Run 1, a small window of the routed layout:
The bar under the picture is 10 µm long. Window x 28 to 53, y 12 to 37 µm. Cells in grey, sequential cells in the stronger grey; small squares are vias.
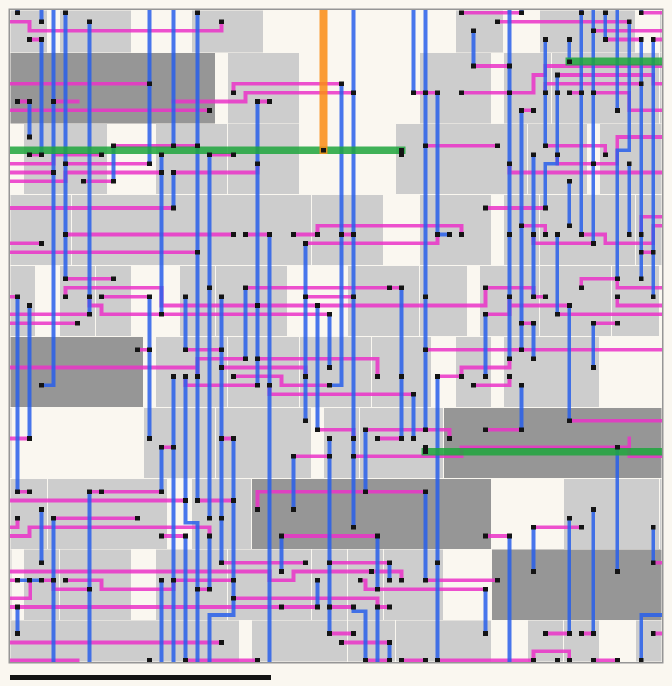
Run 1, cell placement:
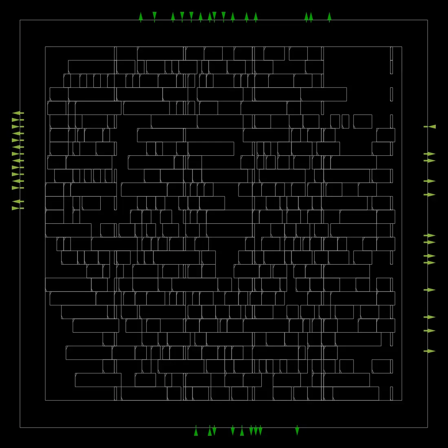
Run 1, gate-type map:
The bar under the picture is 20 µm long.
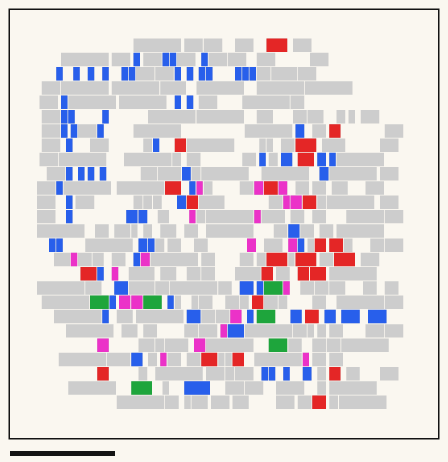
File: src/rtl/ccff_bitstream_loader.sv
`default_nettype none
// +--------------------------------------------------------------------------+
// | ccff_bitstream_loader: streams a bitstream into parallel fabric config    |
// | chains, gating the programming clock so all chains shift in lock-step.   |
// | Revision: 1.0                                                            |
// +--------------------------------------------------------------------------+
module ccff_bitstream_loader #(
  parameter int NUM_CHAINS = 12,
  parameter int CHAIN_LEN  = 2048,
  parameter int CNT_W      = 12,
  parameter int SETTLE_CYC = 4
) (
  input  logic                  prog_clk,
  input  logic                  pReset,
  input  logic                  start,
  input  logic                  abort,
  input  logic                  s_valid,
  output logic                  s_ready,
  input  logic [NUM_CHAINS-1:0] s_data,
  output logic [NUM_CHAINS-1:0] ccff_head,
  output logic                  cfg_clk_en,
  output logic                  config_enable,
  output logic                  busy,
  output logic                  done,
  output logic                  aborted,
  output logic [15:0]           stall_cnt
);

  localparam int               SET_W       = (SETTLE_CYC > 1) ? $clog2(SETTLE_CYC) : 1;
  localparam logic [CNT_W-1:0] LAST_BEAT   = CNT_W'(CHAIN_LEN - 1);
  localparam logic [SET_W-1:0] LAST_SETTLE = SET_W'(SETTLE_CYC - 1);

  typedef enum logic [1:0] {
    IDLE   = 2'd0,
    LOAD   = 2'd1,
    SETTLE = 2'd2,
    DONE   = 2'd3
  } state_t;

  state_t           state;
  state_t           state_next;
  logic [CNT_W-1:0] beat_cnt;
  logic [SET_W-1:0] settle_cnt;
  logic             launch;
  logic             beat;
  logic             cancel;

  always_ff @(posedge prog_clk or posedge pReset) begin
    if (pReset) begin
      state <= IDLE;
    end else begin
      state <= state_next;
    end
  end

  // Abort dominates everything, including a start in the same cycle, and
  // masks s_ready so a beat coinciding with abort is never handshaken.
  always_comb begin
    state_next = state;
    s_ready    = 1'b0;
    launch     = 1'b0;
    beat       = 1'b0;
    cancel     = 1'b0;
    case (state)
      IDLE, DONE: begin
        if (start && !abort) begin
          launch     = 1'b1;
          state_next = LOAD;
        end
      end
      LOAD: begin
        if (abort) begin
          cancel     = 1'b1;
          state_next = IDLE;
        end else begin
          s_ready = 1'b1;
          beat    = s_valid;
          if (s_valid && (beat_cnt == LAST_BEAT)) begin
            state_next = SETTLE;
          end
        end
      end
      SETTLE: begin
        if (abort) begin
          cancel     = 1'b1;
          state_next = IDLE;
        end else if (settle_cnt == LAST_SETTLE) begin
          state_next = DONE;
        end
      end
      default: state_next = IDLE;
    endcase
  end

  assign busy          = (state == LOAD) || (state == SETTLE);
  assign config_enable = busy;
  assign done          = (state == DONE);

  // cfg_clk_en is a registered copy of the handshake so the fabric shifts
  // on the edge after ccff_head has been updated with the beat's data.
  always_ff @(posedge prog_clk or posedge pReset) begin
    if (pReset) begin
      ccff_head  <= '0;
      cfg_clk_en <= 1'b0;
      beat_cnt   <= '0;
      settle_cnt <= '0;
      stall_cnt  <= '0;
      aborted    <= 1'b0;
    end else begin
      cfg_clk_en <= beat;

      if (beat) begin
        ccff_head <= s_data;
        beat_cnt  <= beat_cnt + CNT_W'(1);
      end else if (launch) begin
        beat_cnt <= '0;
      end

      if (state == SETTLE) begin
        settle_cnt <= settle_cnt + SET_W'(1);
      end else begin
        settle_cnt <= '0;
      end

      if (launch) begin
        stall_cnt <= '0;
      end else if ((state == LOAD) && !s_valid && (stall_cnt != 16'hFFFF)) begin
        stall_cnt <= stall_cnt + 16'd1;
      end

      if (cancel) begin
        aborted <= 1'b1;
      end else if (launch) begin
        aborted <= 1'b0;
      end
    end
  end

endmodule
`default_nettype wire

File: config.mk
export PLATFORM = sky130hd
export DESIGN_NAME = ccff_bitstream_loader
export DESIGN_NICKNAME = d
export VERILOG_FILES = /design/src/rtl/ccff_bitstream_loader.sv
export SDC_FILE = /design/constraint.sdc
export NUM_CORES = 1
export LEC_CHECK = 0
export CAP_MARGIN = 20
export CORE_MARGIN = 5
export CORE_UTILIZATION = 46
export CTS_CLUSTER_SIZE = 40
export DETAILED_ROUTE_END_ITERATION = 10
export PLACE_DENSITY = 0.74
export REMOVE_ABC_BUFFERS = 1
export SLEW_MARGIN = 20
export SYNTH_ARGS = -nofsm -noshare
export SYNTH_HDL_FRONTEND = slang
export SYNTH_SLANG_ARGS = --single-unit
File: constraint.sdc
create_clock -name prog_clk -period 1.9 [get_ports prog_clk]
set_input_delay 0.285 -clock prog_clk [delete_from_list [all_inputs] [get_ports prog_clk]]
set_output_delay 0.285 -clock prog_clk [all_outputs]
set_load 0.01 [all_outputs]
==> flow report, run 1 <==
RUN STATUS
----------------------------------------------------------------------------------------
Result of the run                                                           finished clean

SETUP PATH
----------------------------------------------------------------------------------------
Logic depth of the worst register-to-register path                                     5
Reg2Reg Capture Point                                                       stall_cnt[12]
Critical Setup Path Class                                                        reg2reg
Critical Path AT                                                                 2110 ps
Slowest stage cell on the critical path                                     sky130_fd_sc_hd__or3_4
Source of the worst register-to-register timing path                        stall_cnt[0]
Worst reg-to-reg setup slack                                                       20 ps

FINAL LAYOUT
----------------------------------------------------------------------------------------
Buffers, non-clock                                                                    93
Number of sequential storage elements                                                 46
Layout inverter count without the clock tree                                          12
# clk buffers                                                                          7
Area taken by multi-input logic gates                                           1180 µm²
Most used cells in the layout excluding fill and tap cells                  sky130_fd_sc_hd__nand2_1, sky130_fd_sc_hd__clkdlybuf4s50_1, sky130_fd_sc_hd__dfrtp_1
Total area of sequential cells                                                  1150 µm²
Fill count                                                                           398

CLOCK TREE
----------------------------------------------------------------------------------------
Clock tree root driver cell                                                 sky130_fd_sc_hd__clkbuf_8
Maximum level of the CTS H-tree                                                        2
Clock Path Buffers                                                                     2
Post-CTS Resized                                                                      10
Count of hold-fix buffers inserted at cts                                              0
CTS tree                                                                           built

DETAILED ROUTING
----------------------------------------------------------------------------------------
Average detailed-routed wire length per instance                                 13.5 µm
Detail Route Antenna Nets                                                              0
Routed wire length on met2                                                       2760 µm
Number of search-and-repair iterations in the first detailed-routing pass              4

STA
----------------------------------------------------------------------------------------
Setup repair after global routing missed its margin                                  yes
Final hold vios                                                                        0
Total negative setup slack                                                          0 ps
Max transition margin                                                              0.729
Post-layout worst setup margin                                                   16.9 ps
Maximum frequency from static timing analysis                                  0.531 GHz

PWR
----------------------------------------------------------------------------------------
Static leakage                                                                   1.49 nW
Power Sequential                                                                 1.34 mW
Clock group total power                                                         0.605 mW
Maximum VDD drop                                                                0.779 mV
Total net switching power                                                        1.21 mW

SYNTHESIS
----------------------------------------------------------------------------------------
Area share of the largest cell type after synthesis                                0.489
Library cell with the largest summed area after synthesis                   sky130_fd_sc_hd__dfrtp_1
Mapped Cells                                                                         255
Synthesized registers                                                                 46
Cells taking the most area after synthesis                                  sky130_fd_sc_hd__dfrtp_1, sky130_fd_sc_hd__nand2_1, sky130_fd_sc_hd__o31ai_1
Count of instantiated cells in the yosys netlist                                     255

FLOORPLANNING
----------------------------------------------------------------------------------------
Horiz. Die Dim                                                                   81.5 µm
Boundary pin count                                                                    51

GRT
----------------------------------------------------------------------------------------
First-pass GRT wire length                                                       9440 µm
Layer carrying the most global-route usage                                          met2
Total routing usage reported by global routing                                     0.177
Met3 routing resource usage after global routing                                  0.0471
Vias in the first global route                                                      2166

JOB
----------------------------------------------------------------------------------------
Total tool warning count                                                              29

PLACEMENT
----------------------------------------------------------------------------------------
Cell area reported after detailed placement                                     3170 µm²

Notes on 'a small window of the routed layout' above:
- magenta: met1
- blue: met2
- green: met3
- orange: met4
- cells with their middle in the window: 64
- sequential cells in the window: 5
- netlist names of flops here include: `stall_cnt` (2)
- most frequent: buf_4 (17), nand2_1 (6), dfrtp_1 (5)

Notes on 'cell placement' above:
Final Util: 0.672
Post-Layout Cell Count: 415
tap cell instance count: 70
fraction of area in registers: 0.340

Notes on 'gate-type map' above:
- blue: NAND gates (cells 73)
- green: multiplexers (cells 6)
- magenta: NOR gates (cells 21)
- red: AND and OR gates (cells 25)
most frequent standard cell in the layout excluding fill and tap cells: sky130_fd_sc_hd__nand2_1
logic gate fraction of the total cell area: 0.348

==> run 1 -> run 2 <==
==> constraint.sdc (replaced) <==
create_clock -name prog_clk -period 1.7 [get_ports prog_clk]
set_input_delay 0.255 -clock prog_clk [delete_from_list [all_inputs] [get_ports prog_clk]]
set_output_delay 0.255 -clock prog_clk [all_outputs]
set_load 0.01 [all_outputs]
Run 2, clock distribution:
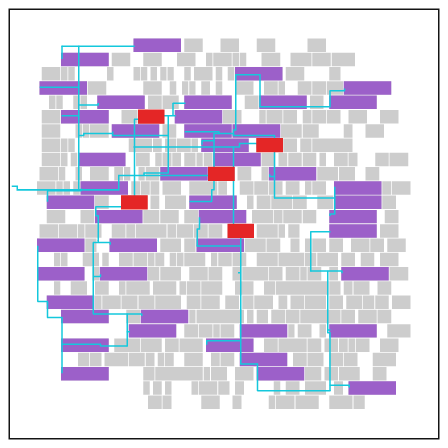
- red: cells driving clock nets (count 5)
- purple: flip-flops (count 46)
- cyan: clock wires (length 533 µm)
- routed clock nets: 6

Run 2, cell placement:
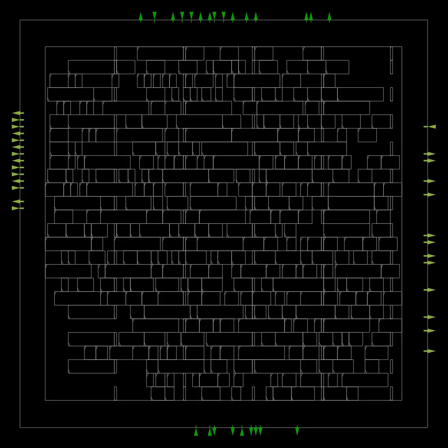
Core ar.: 5040 µm²
number of cell rows: 26

==> run 2 against run 1 <==
  * The flow now finishes with violations (negative setup slack)
  * Synthesized cell count did not move
  * Maximum frequency fell by 3.2%
  * Via count rose by 5.9%
  * Clock skew rose by 1.3 ps
  * Routed wire length rose by 18%
  * Register-to-register slack got worse by 260 ps
  * Cell area rose by 10%
  * Combinational power rose by 22%
  * Non-clock buffer count rose by 27
  * Core utilization rose by 7.0 points
  * Critical path depth rose by 1
  * Worst hold slack improved by 47 ps
==> flow report, run 2 <==
RUN STATUS
----------------------------------------------------------------------------------------
Result of the run                                                           finished with violations   was finished clean
Violated checks                                                             negative setup slack

DETAILED ROUTING
----------------------------------------------------------------------------------------
Detail Route Antenna Nets                                                              0   unchanged
Routed wire length on met2                                                       3500 µm   was 2760 µm
DRC violation total after the first TritonRoute iteration                            127   was 95
Average detailed-routed wire length per instance                                 15.0 µm   was 13.5 µm
Number of search-and-repair iterations in the first detailed-routing pass              4   unchanged

CLOCK TREE
----------------------------------------------------------------------------------------
Post-CTS Resized                                                                      31   was 10
CTS tree                                                                           built   unchanged
Count of hold-fix buffers inserted at cts                                              0   unchanged
Clock Path Buffers                                                                     2   unchanged
Maximum level of the CTS H-tree                                                        2   unchanged
Clock tree root driver cell                                                 sky130_fd_sc_hd__clkbuf_8   unchanged

FINAL LAYOUT
----------------------------------------------------------------------------------------
Post-Layout Cell Count                                                               442   was 415
# clk buffers                                                                          7   unchanged
Final Util                                                                         0.742   was 0.672
Number of flip-flops under the largest register name                                  16   unchanged
Most frequent standard cell in the layout excluding fill and tap cells      sky130_fd_sc_hd__buf_4   was sky130_fd_sc_hd__nand2_1
Area taken by multi-input logic gates                                           1320 µm²   was 1180 µm²
Fraction of area in registers                                                      0.307   was 0.340
Number of sequential storage elements                                                 46   unchanged
Fill count                                                                           359   was 398
Most used cells in the layout excluding fill and tap cells                  sky130_fd_sc_hd__buf_4, sky130_fd_sc_hd__nand2_1, sky130_fd_sc_hd__dfrtp_1   was sky130_fd_sc_hd__nand2_1, sky130_fd_sc_hd__clkdlybuf4s50_1, sky130_fd_sc_hd__dfrtp_1
Buffers, non-clock                                                                   120   was 93
Total area of sequential cells                                                  1150 µm²   unchanged

GRT
----------------------------------------------------------------------------------------
Layer carrying the most global-route usage                                          met2   unchanged
Met3 routing resource usage after global routing                                  0.0351   was 0.0471
Total routing usage reported by global routing                                     0.201   was 0.177
Vias in the first global route                                                      2375   was 2166
First-pass GRT wire length                                                      10700 µm   was 9440 µm

PLACEMENT
----------------------------------------------------------------------------------------
Cell area reported after detailed placement                                     3330 µm²   was 3170 µm²

SETUP PATH
----------------------------------------------------------------------------------------
Beginning of the critical path                                                  state[1]   was stall_cnt[0]
Worst reg-to-reg setup slack                                                     -250 ps   was 20 ps
Slowest stage cell on the critical path                                     sky130_fd_sc_hd__or4_4   was sky130_fd_sc_hd__or3_4
Critical Path AT                                                                 2170 ps   was 2110 ps
Reg2Reg Capture Point                                                       stall_cnt[15]   was stall_cnt[12]
Critical Setup Path Class                                                        reg2reg   unchanged
Source of the worst register-to-register timing path                            state[1]   was stall_cnt[0]
Logic depth of the worst register-to-register path                                     6   was 5

SYNTHESIS
----------------------------------------------------------------------------------------
Cells taking the most area after synthesis                                  sky130_fd_sc_hd__dfrtp_1, sky130_fd_sc_hd__nand2_1, sky130_fd_sc_hd__o31ai_1   unchanged
Mapped Cells                                                                         255   unchanged
Synthesized registers                                                                 46   unchanged
Library cell with the largest summed area after synthesis                   sky130_fd_sc_hd__dfrtp_1   unchanged
Count of instantiated cells in the yosys netlist                                     255   unchanged
Area share of the largest cell type after synthesis                                0.489   unchanged

FLOORPLANNING
----------------------------------------------------------------------------------------
Boundary pin count                                                                    51   unchanged
Horiz. Die Dim                                                                   81.5 µm   unchanged
Tap cell instance count                                                               70   unchanged

STA
----------------------------------------------------------------------------------------
Post-layout worst setup margin                                                   -245 ps   was 16.9 ps
Slew at the pin with the worst max-slew slack                                     434 ps   was 404 ps
Max transition margin                                                              0.708   was 0.729
Setup Viol. Count Final                                                               15   was 0
Total negative setup slack                                                      -2060 ps   was 0 ps
Maximum frequency from static timing analysis                                  0.514 GHz   was 0.531 GHz
Setup repair after global routing missed its margin                                  yes   unchanged

PWR
----------------------------------------------------------------------------------------
Static leakage                                                                   1.72 nW   was 1.49 nW
Maximum VDD drop                                                                0.756 mV   was 0.779 mV
Total net switching power                                                        1.46 mW   was 1.21 mW
Power Sequential                                                                 1.48 mW   was 1.34 mW

No activity file was given, so power comes from the tool's default toggle rates.
